===== config.mk =====
export PLATFORM = sky130hd
export DESIGN_NAME = rot_arbiter_flat
export DESIGN_NICKNAME = d
export VERILOG_FILES = /design/src/rtl/rot_arbiter_if.sv /design/src/rtl/rot_arbiter.sv /design/src/flat_wrapper.sv
export SDC_FILE = /design/constraint.sdc
export NUM_CORES = 1
export LEC_CHECK = 0
export CORE_ASPECT_RATIO = 1.25
export CORE_MARGIN = 1
export CORE_UTILIZATION = 35
export CTS_CLUSTER_SIZE = 12
export DETAILED_ROUTE_END_ITERATION = 8
export PLACE_DENSITY = 0.71
export SKIP_CTS_REPAIR_TIMING = 1
export SYNTH_ARGS = -nofsm -noshare
export SYNTH_HDL_FRONTEND = slang
export SYNTH_SLANG_ARGS = --single-unit

===== constraint.sdc =====
create_clock -name clk -period 2.35 [get_ports clk]
set_input_delay 0.3525 -clock clk [delete_from_list [all_inputs] [get_ports clk]]
set_output_delay 0.3525 -clock clk [all_outputs]
set_load 0.05 [all_outputs]

===== src/rtl/rot_arbiter_if.sv =====
// Request/result bundle for rot_arbiter: two rotate requesters and one result port.
// master = requesters and consumer side, slave = arbiter side.
interface rot_arbiter_if #(parameter int N = 3);
  localparam int W = 1 << N;

  logic         a_valid;
  logic         a_ready;
  logic [W-1:0] a_data;
  logic [N-1:0] a_amt;
  logic         a_dir;

  logic         b_valid;
  logic         b_ready;
  logic [W-1:0] b_data;
  logic [N-1:0] b_amt;
  logic         b_dir;

  logic         out_valid;
  logic         out_ready;
  logic [W-1:0] out_data;
  logic         out_src;

  modport master (
    output a_valid, a_data, a_amt, a_dir,
    input  a_ready,
    output b_valid, b_data, b_amt, b_dir,
    input  b_ready,
    input  out_valid, out_data, out_src,
    output out_ready
  );

  modport slave (
    input  a_valid, a_data, a_amt, a_dir,
    output a_ready,
    input  b_valid, b_data, b_amt, b_dir,
    output b_ready,
    output out_valid, out_data, out_src,
    input  out_ready
  );
endinterface


===== src/rtl/rot_arbiter.sv =====
// Round-robin arbiter sharing one right-rotator between two requesters.
// ROT_ARBITER_LEFT_EN enables left rotation via amount negation.
module rot_arbiter #(
  parameter int N = 3
) (
  input  logic         clk,
  input  logic         rst_n,
  rot_arbiter_if.slave bus
);
  localparam int W = 1 << N;

  typedef enum logic {
    EMPTY = 1'b0,
    FULL  = 1'b1
  } state_t;

  state_t       r_state;
  state_t       w_state_nxt;
  logic         r_last_b;
  logic [W-1:0] r_data;
  logic         r_src;

  logic         w_free;
  logic         w_gnt_a;
  logic         w_gnt_b;
  logic         w_a_rdy;
  logic         w_b_rdy;
  logic         w_acc;
  logic [W-1:0] w_din;
  logic [N-1:0] w_amt;
  logic [N-1:0] w_amt_eff;
  logic [W-1:0] w_stg [N+1];

  // Grant is computed from valids and pointer only, never from payload.
  always_comb begin
    w_gnt_a = 1'b0;
    w_gnt_b = 1'b0;
    unique case (1'b1)
      (bus.a_valid & bus.b_valid): begin
        w_gnt_a = r_last_b;
        w_gnt_b = ~r_last_b;
      end
      (bus.a_valid & ~bus.b_valid): w_gnt_a = 1'b1;
      (~bus.a_valid & bus.b_valid): w_gnt_b = 1'b1;
      default: ;
    endcase
  end

  assign w_free  = rst_n & ((r_state == EMPTY) | bus.out_ready);
  assign w_a_rdy = w_free & w_gnt_a;
  assign w_b_rdy = w_free & w_gnt_b;
  assign w_acc   = w_a_rdy | w_b_rdy;

  assign bus.a_ready = w_a_rdy;
  assign bus.b_ready = w_b_rdy;

  assign w_din = w_gnt_b ? bus.b_data : bus.a_data;
  assign w_amt = w_gnt_b ? bus.b_amt  : bus.a_amt;

`ifdef ROT_ARBITER_LEFT_EN
  logic w_dir;
  assign w_dir     = w_gnt_b ? bus.b_dir : bus.a_dir;
  // Left by k equals right by (W-k) mod W, i.e. N-bit two's complement.
  assign w_amt_eff = w_dir ? (-w_amt) : w_amt;
`else
  logic w_unused_dir;
  assign w_unused_dir = ^{bus.a_dir, bus.b_dir};
  assign w_amt_eff    = w_amt;
`endif

  assign w_stg[0] = w_din;

  for (genvar i = 0; i < N; i++) begin : g_stage
    localparam int S = 1 << i;
    assign w_stg[i+1] = w_amt_eff[i]
                      ? {w_stg[i][S-1:0], w_stg[i][W-1:S]}
                      : w_stg[i];
  end

  always_comb begin
    w_state_nxt = r_state;
    unique case (r_state)
      EMPTY: begin
        if (w_acc) w_state_nxt = FULL;
      end
      FULL: begin
        if (w_acc)              w_state_nxt = FULL;
        else if (bus.out_ready) w_state_nxt = EMPTY;
      end
      default: w_state_nxt = EMPTY;
    endcase
  end

  always_ff @(posedge clk or negedge rst_n) begin
    if (!rst_n) begin
      r_state  <= EMPTY;
      r_data   <= '0;
      r_src    <= 1'b0;
      r_last_b <= 1'b1;
    end else begin
      r_state <= w_state_nxt;
      if (w_acc) begin
        r_data   <= w_stg[N];
        r_src    <= w_gnt_b;
        r_last_b <= w_gnt_b;
      end
    end
  end

  assign bus.out_valid = (r_state == FULL);
  assign bus.out_data  = r_data;
  assign bus.out_src   = r_src;
endmodule


===== src/flat_wrapper.sv =====
// flat-port wrapper written by rule: the top's interface ports become plain ports
module rot_arbiter_flat 
#(
  parameter int N = 3
)
  (clk, rst_n, bus_a_valid, bus_a_data, bus_a_amt, bus_a_dir, bus_a_ready, bus_b_valid, bus_b_data, bus_b_amt, bus_b_dir, bus_b_ready, bus_out_valid, bus_out_data, bus_out_src, bus_out_ready);
  rot_arbiter_if #(.N(N)) bus_i ();
  input  logic clk;
  input  logic rst_n;
  input wire logic [$bits(bus_i.a_valid)-1:0] bus_a_valid;
  input wire logic [$bits(bus_i.a_data)-1:0] bus_a_data;
  input wire logic [$bits(bus_i.a_amt)-1:0] bus_a_amt;
  input wire logic [$bits(bus_i.a_dir)-1:0] bus_a_dir;
  output wire logic [$bits(bus_i.a_ready)-1:0] bus_a_ready;
  input wire logic [$bits(bus_i.b_valid)-1:0] bus_b_valid;
  input wire logic [$bits(bus_i.b_data)-1:0] bus_b_data;
  input wire logic [$bits(bus_i.b_amt)-1:0] bus_b_amt;
  input wire logic [$bits(bus_i.b_dir)-1:0] bus_b_dir;
  output wire logic [$bits(bus_i.b_ready)-1:0] bus_b_ready;
  output wire logic [$bits(bus_i.out_valid)-1:0] bus_out_valid;
  output wire logic [$bits(bus_i.out_data)-1:0] bus_out_data;
  output wire logic [$bits(bus_i.out_src)-1:0] bus_out_src;
  input wire logic [$bits(bus_i.out_ready)-1:0] bus_out_ready;
  assign bus_i.a_valid = bus_a_valid;
  assign bus_i.a_data = bus_a_data;
  assign bus_i.a_amt = bus_a_amt;
  assign bus_i.a_dir = bus_a_dir;
  assign bus_a_ready = bus_i.a_ready;
  assign bus_i.b_valid = bus_b_valid;
  assign bus_i.b_data = bus_b_data;
  assign bus_i.b_amt = bus_b_amt;
  assign bus_i.b_dir = bus_b_dir;
  assign bus_b_ready = bus_i.b_ready;
  assign bus_out_valid = bus_i.out_valid;
  assign bus_out_data = bus_i.out_data;
  assign bus_out_src = bus_i.out_src;
  assign bus_i.out_ready = bus_out_ready;
  rot_arbiter #(.N(N)) u_core (.clk(clk), .rst_n(rst_n), .bus(bus_i));
endmodule

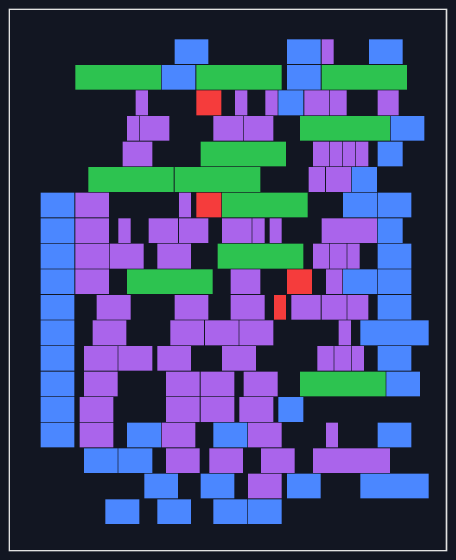
Fig. 1. Cell classes on the final placement (run 1).
registers: in green, cells 11, share of their area 21%. remaining logic cells: in purple, cells 72, share of their area 44%. clock drivers and dummy loads: in red, cells 4, share of their area 2.0%. remaining buffers and delay cells: in blue, cells 43, share of their area 33%.

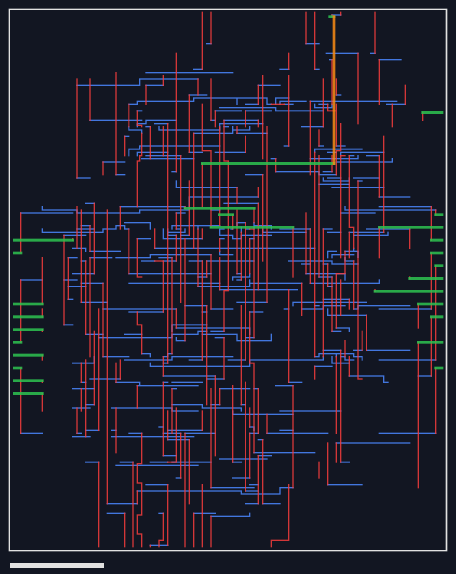
Fig. 2. Metal layers overlaid (run 1).
Scale bar: 10 um.
M1: in blue, wire length 890 um. M3: in green, wire length 87.7 um. M2: in red, wire length 1130 um. M4: in orange, wire length 15.6 um.

==> results.txt, run 1 <==
yosys + openroad results -> outcome finished clean, fmax 0.488 GHz, Post-synth EDFFs 0, crit path kind in2out, placed cells 157, # diodes 0, drt pass-1 iters 4, Arrival @ worst endpoint 1.70 ns, CP max stage delay 0.52 ns, min Tclk post-route 2.05 ns, RSZ-0062 raised after global routing false, share of layout cells above drive strength 1 0.115, ys cells 86, Slew HR 0.599, Area growth syn-to-layout 56.9%, total power 0.913 mW, Bufs and invs on worst path 3, sw frac 0.433, Total GRT Usage 0.183, vias 854, fin crit share 0.871, CTS Root Cell clkbuf_4, maxcap violations 0, R2R cell count 4, vias in the first global route 838, CP Cell Sequence clkdlybuf4s50_1 -> a21bo_4 -> buf_4 -> nor2_1 -> buf_12, clock slew at reported path FFs 0.07 ns, tool warnings 28, Dominant flop cell dfrtp_1, vias per std cell 5.30
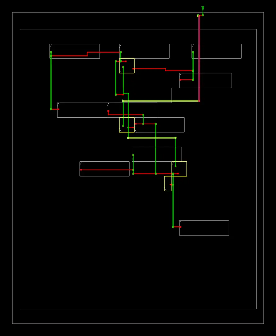
Fig. 3. The clock network (run 1).
Worst-Skew Late Latency: 0.27 ns
CTS Sinks: 11

run 1: power groups by stage:
stage / Clock [mW] / Combinational (mW) / Sequential, mW
after floorplan: 0 / 0.165 / 0.428
after global placement: 0 / 0.507 / 0.273
after global routing: 0.145 / 0.543 / 0.277
after CTS: 0.136 / 0.514 / 0.271
after detailed placement: 0 / 0.513 / 0.274
final: 0.132 / 0.510 / 0.271
run 1: cells by family (layout without fill, tap and decap cells):
logic type,count (synthesis),count (layout),share of synthesized area
compound gates,15,15,0.139
buf+inv,4,48,0.0189
flops,11,11,0.321
mux,33,33,0.398
simple gates,23,23,0.123
run 1: cells in the mapped netlist, types with 2 or more instances:
master | n | area (um^2)
clkbuf_1 | 2 | 7.51
nor2_1 | 11 | 41.3
a221oi_1 | 8 | 70.1
mux2i_1 | 32 | 320
o21ai_0 | 4 | 20.0
nand2_1 | 4 | 15.0
nand3_1 | 3 | 15.0
dfrtp_1 | 10 | 250
run 1: registers in the layout, summed over array words and instances (netlist names):
signal	count
u_core.bus.out_valid	1
u_core.r_last_b	1
u_core.bus.out_src	1
u_core.bus.out_data	8
run 1: routing by layer:
metal  vias to the layer above  track usage  share of wire
met5                         -            0              0
met4                         0       0.0504         0.0071
met3                         2       0.0475          0.041
met2                        30        0.321           0.53
met1                       407        0.207           0.42
li1                        415            -              -
run 1: cell type report:
class                      instances  share of cell area
sequential                        11               0.204
inverter                           1             0.00278
timing repair buffer              43               0.324
tap                               31              0.0287
multi-input combinational         71               0.421
clock buffer                       4              0.0194
run 1: worst min path at each step:
stage,start,end,slack [ns]
after floorplan,rst_n,u_core.bus.out_data[0],0.06
after global placement,u_core.bus.out_src,u_core.bus.out_src,0.49
after detailed placement,u_core.bus.out_src,u_core.bus.out_src,0.49
after CTS,rst_n,u_core.bus.out_data[0],0.41
after global routing,rst_n,u_core.bus.out_src,0.42
final,rst_n,u_core.bus.out_src,0.41
run 1: metrics by stage:
stage	hold WS [ns]	utilization	area [um^2]	setup slack, ns
finish	0.410	0.599	1350	0.302
global route	0.416	0.599	1350	0.215
floorplan	0.0569	-	862	0.433
detailed placement	0.493	0.587	1330	0.165
global placement	0.487	0.587	1330	0.197
CTS	0.410	0.599	1350	0.286
## Run 2: what changed since run 1
--- a/config.mk
+++ b/config.mk
@@ -11,6 +11,7 @@
 export CTS_CLUSTER_SIZE = 12
 export DETAILED_ROUTE_END_ITERATION = 8
 export PLACE_DENSITY = 0.71
+export SETUP_SLACK_MARGIN = 0.02
 export SKIP_CTS_REPAIR_TIMING = 1
 export SYNTH_ARGS = -nofsm -noshare
 export SYNTH_HDL_FRONTEND = slang
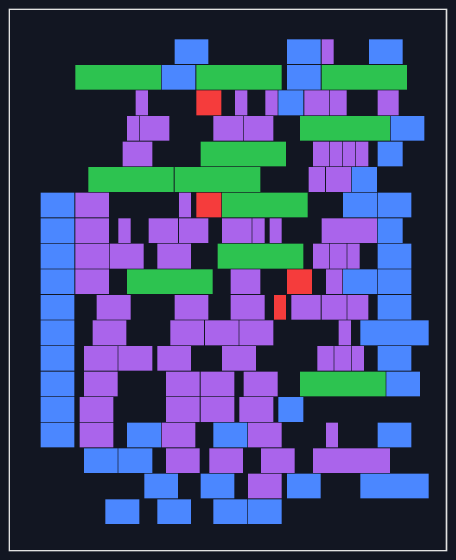
Fig. 4. Cell classes on the final placement (run 2).
clock drivers and dummy loads: in red, cells 4, share of their area 2.0%. remaining logic cells: in purple, cells 72, share of their area 44%. registers: in green, cells 11, share of their area 21%. remaining buffers and delay cells: in blue, cells 43, share of their area 33%.
Final Cell Area: 1350 um^2
Util after Layout: 0.599
# rows: 19
CORE AREA: 2260 um^2
Seq/total area: 0.204

==> run 2 against run 1 <==
Effect of this change:
- area after synthesis stayed put
- design area stayed put
- sequential power hardly changed
- clock skew stayed put
- total power stayed put
- critical endpoint unchanged
==> results.txt, run 2 <==
yosys + openroad results -> Bufs and invs on worst path 3 (unchanged), Worst-Skew Late Latency 0.27 ns (about the same), CTS Root Cell clkbuf_4, Arrival @ worst endpoint 1.70 ns (about the same), final hold slack 0.410 ns (unchanged), Area leader share 0.372 (unchanged), ys cells 86 (unchanged), setup ws final 0.302 ns (unchanged), total power 0.913 mW (unchanged), main area contributors mux2i_1 37%, dfrtp_1 29%, a221oi_1 8.1%, nor2_1 4.8%, dfstp_2 3.0%, Area growth syn-to-layout 56.9% (unchanged), vias per std cell 5.30 (unchanged), most instantiated library cell after synthesis mux2i_1, fmax 0.488 GHz (unchanged), Post-synth top cells 32 x mux2i_1, 11 x nor2_1, 10 x dfrtp_1, CP max stage delay 0.52 ns (about the same), fin crit share 0.871 (unchanged), tool warnings 28 (unchanged), Total GRT Usage 0.183 (unchanged), Yosys top cell by area mux2i_1, vias in the first global route 838 (unchanged), crit path kind in2out, RSZ-0062 raised after global routing false, dpl cell area 1330 um^2 (unchanged), # diodes 0 (unchanged), outcome finished clean, maxcap violations 0 (unchanged), placed cells 157 (unchanged), CTS Sinks 11 (unchanged), max reg flops 8 (unchanged), drt pass-1 iters 4 (unchanged), vias 854 (unchanged), CP Cell Sequence clkdlybuf4s50_1 -> a21bo_4 -> buf_4 -> nor2_1 -> buf_12, pre-CTS setup slack 0.165 ns (unchanged)
==> run 2: cell counts after synthesis <==
Identical to the previous run, type by type.
==> run 2: how the worst max path moves through the flow <==
| stage | from | end | cells past startpoint |
|---|---|---|---|
| after floorplan | u_core.bus.out_valid | bus_a_ready | 3 |
| after global placement | bus_b_valid | u_core.bus.out_data[3] | 5 |
| after detailed placement | bus_b_valid | u_core.bus.out_data[7] | 5 |
| after CTS | bus_b_valid | bus_b_ready | 5 |
| after global routing | bus_b_valid | bus_b_ready | 5 |
| final | bus_b_valid | bus_b_ready | 5 |
==> run 2: logic make-up after synthesis <==
| kind of cell | Yosys count | synth area share |
|---|---|---|
| multiplexers | 33 | 0.398 |
| AND/OR/NAND/NOR | 23 | 0.123 |
| flip-flops | 11 | 0.321 |
| AND-OR/OR-AND | 15 | 0.139 |
| buffers and inverters | 4 | 0.0189 |
==> run 2: area by class of cell <==
class | count | area (um^2)
tap | 31 | 38.8
timing repair buffer | 43 | 438
clock buffer | 4 | 26.3
multi-input combinational | 71 | 569
sequential | 11 | 277
inverter | 1 | 3.75
fill | 199 | 906
==> run 2: report_power, final <==
part / internal (mW) / switching (mW)
clock network: 0.0657 / 0.0658
registers: 0.241 / 0.0299
logic: 0.211 / 0.300
==> run 2: per-layer routing <==
layer / share of wire / global-route usage / routed length (um)
met1: 0.42 / 0.207 / 889
met2: 0.53 / 0.321 / 1130
met3: 0.041 / 0.0475 / 87
met4: 0.0071 / 0.0504 / 15
met5: 0 / 0 / 0
Power figures rest on the tool's default switching activity, not on a simulated workload.
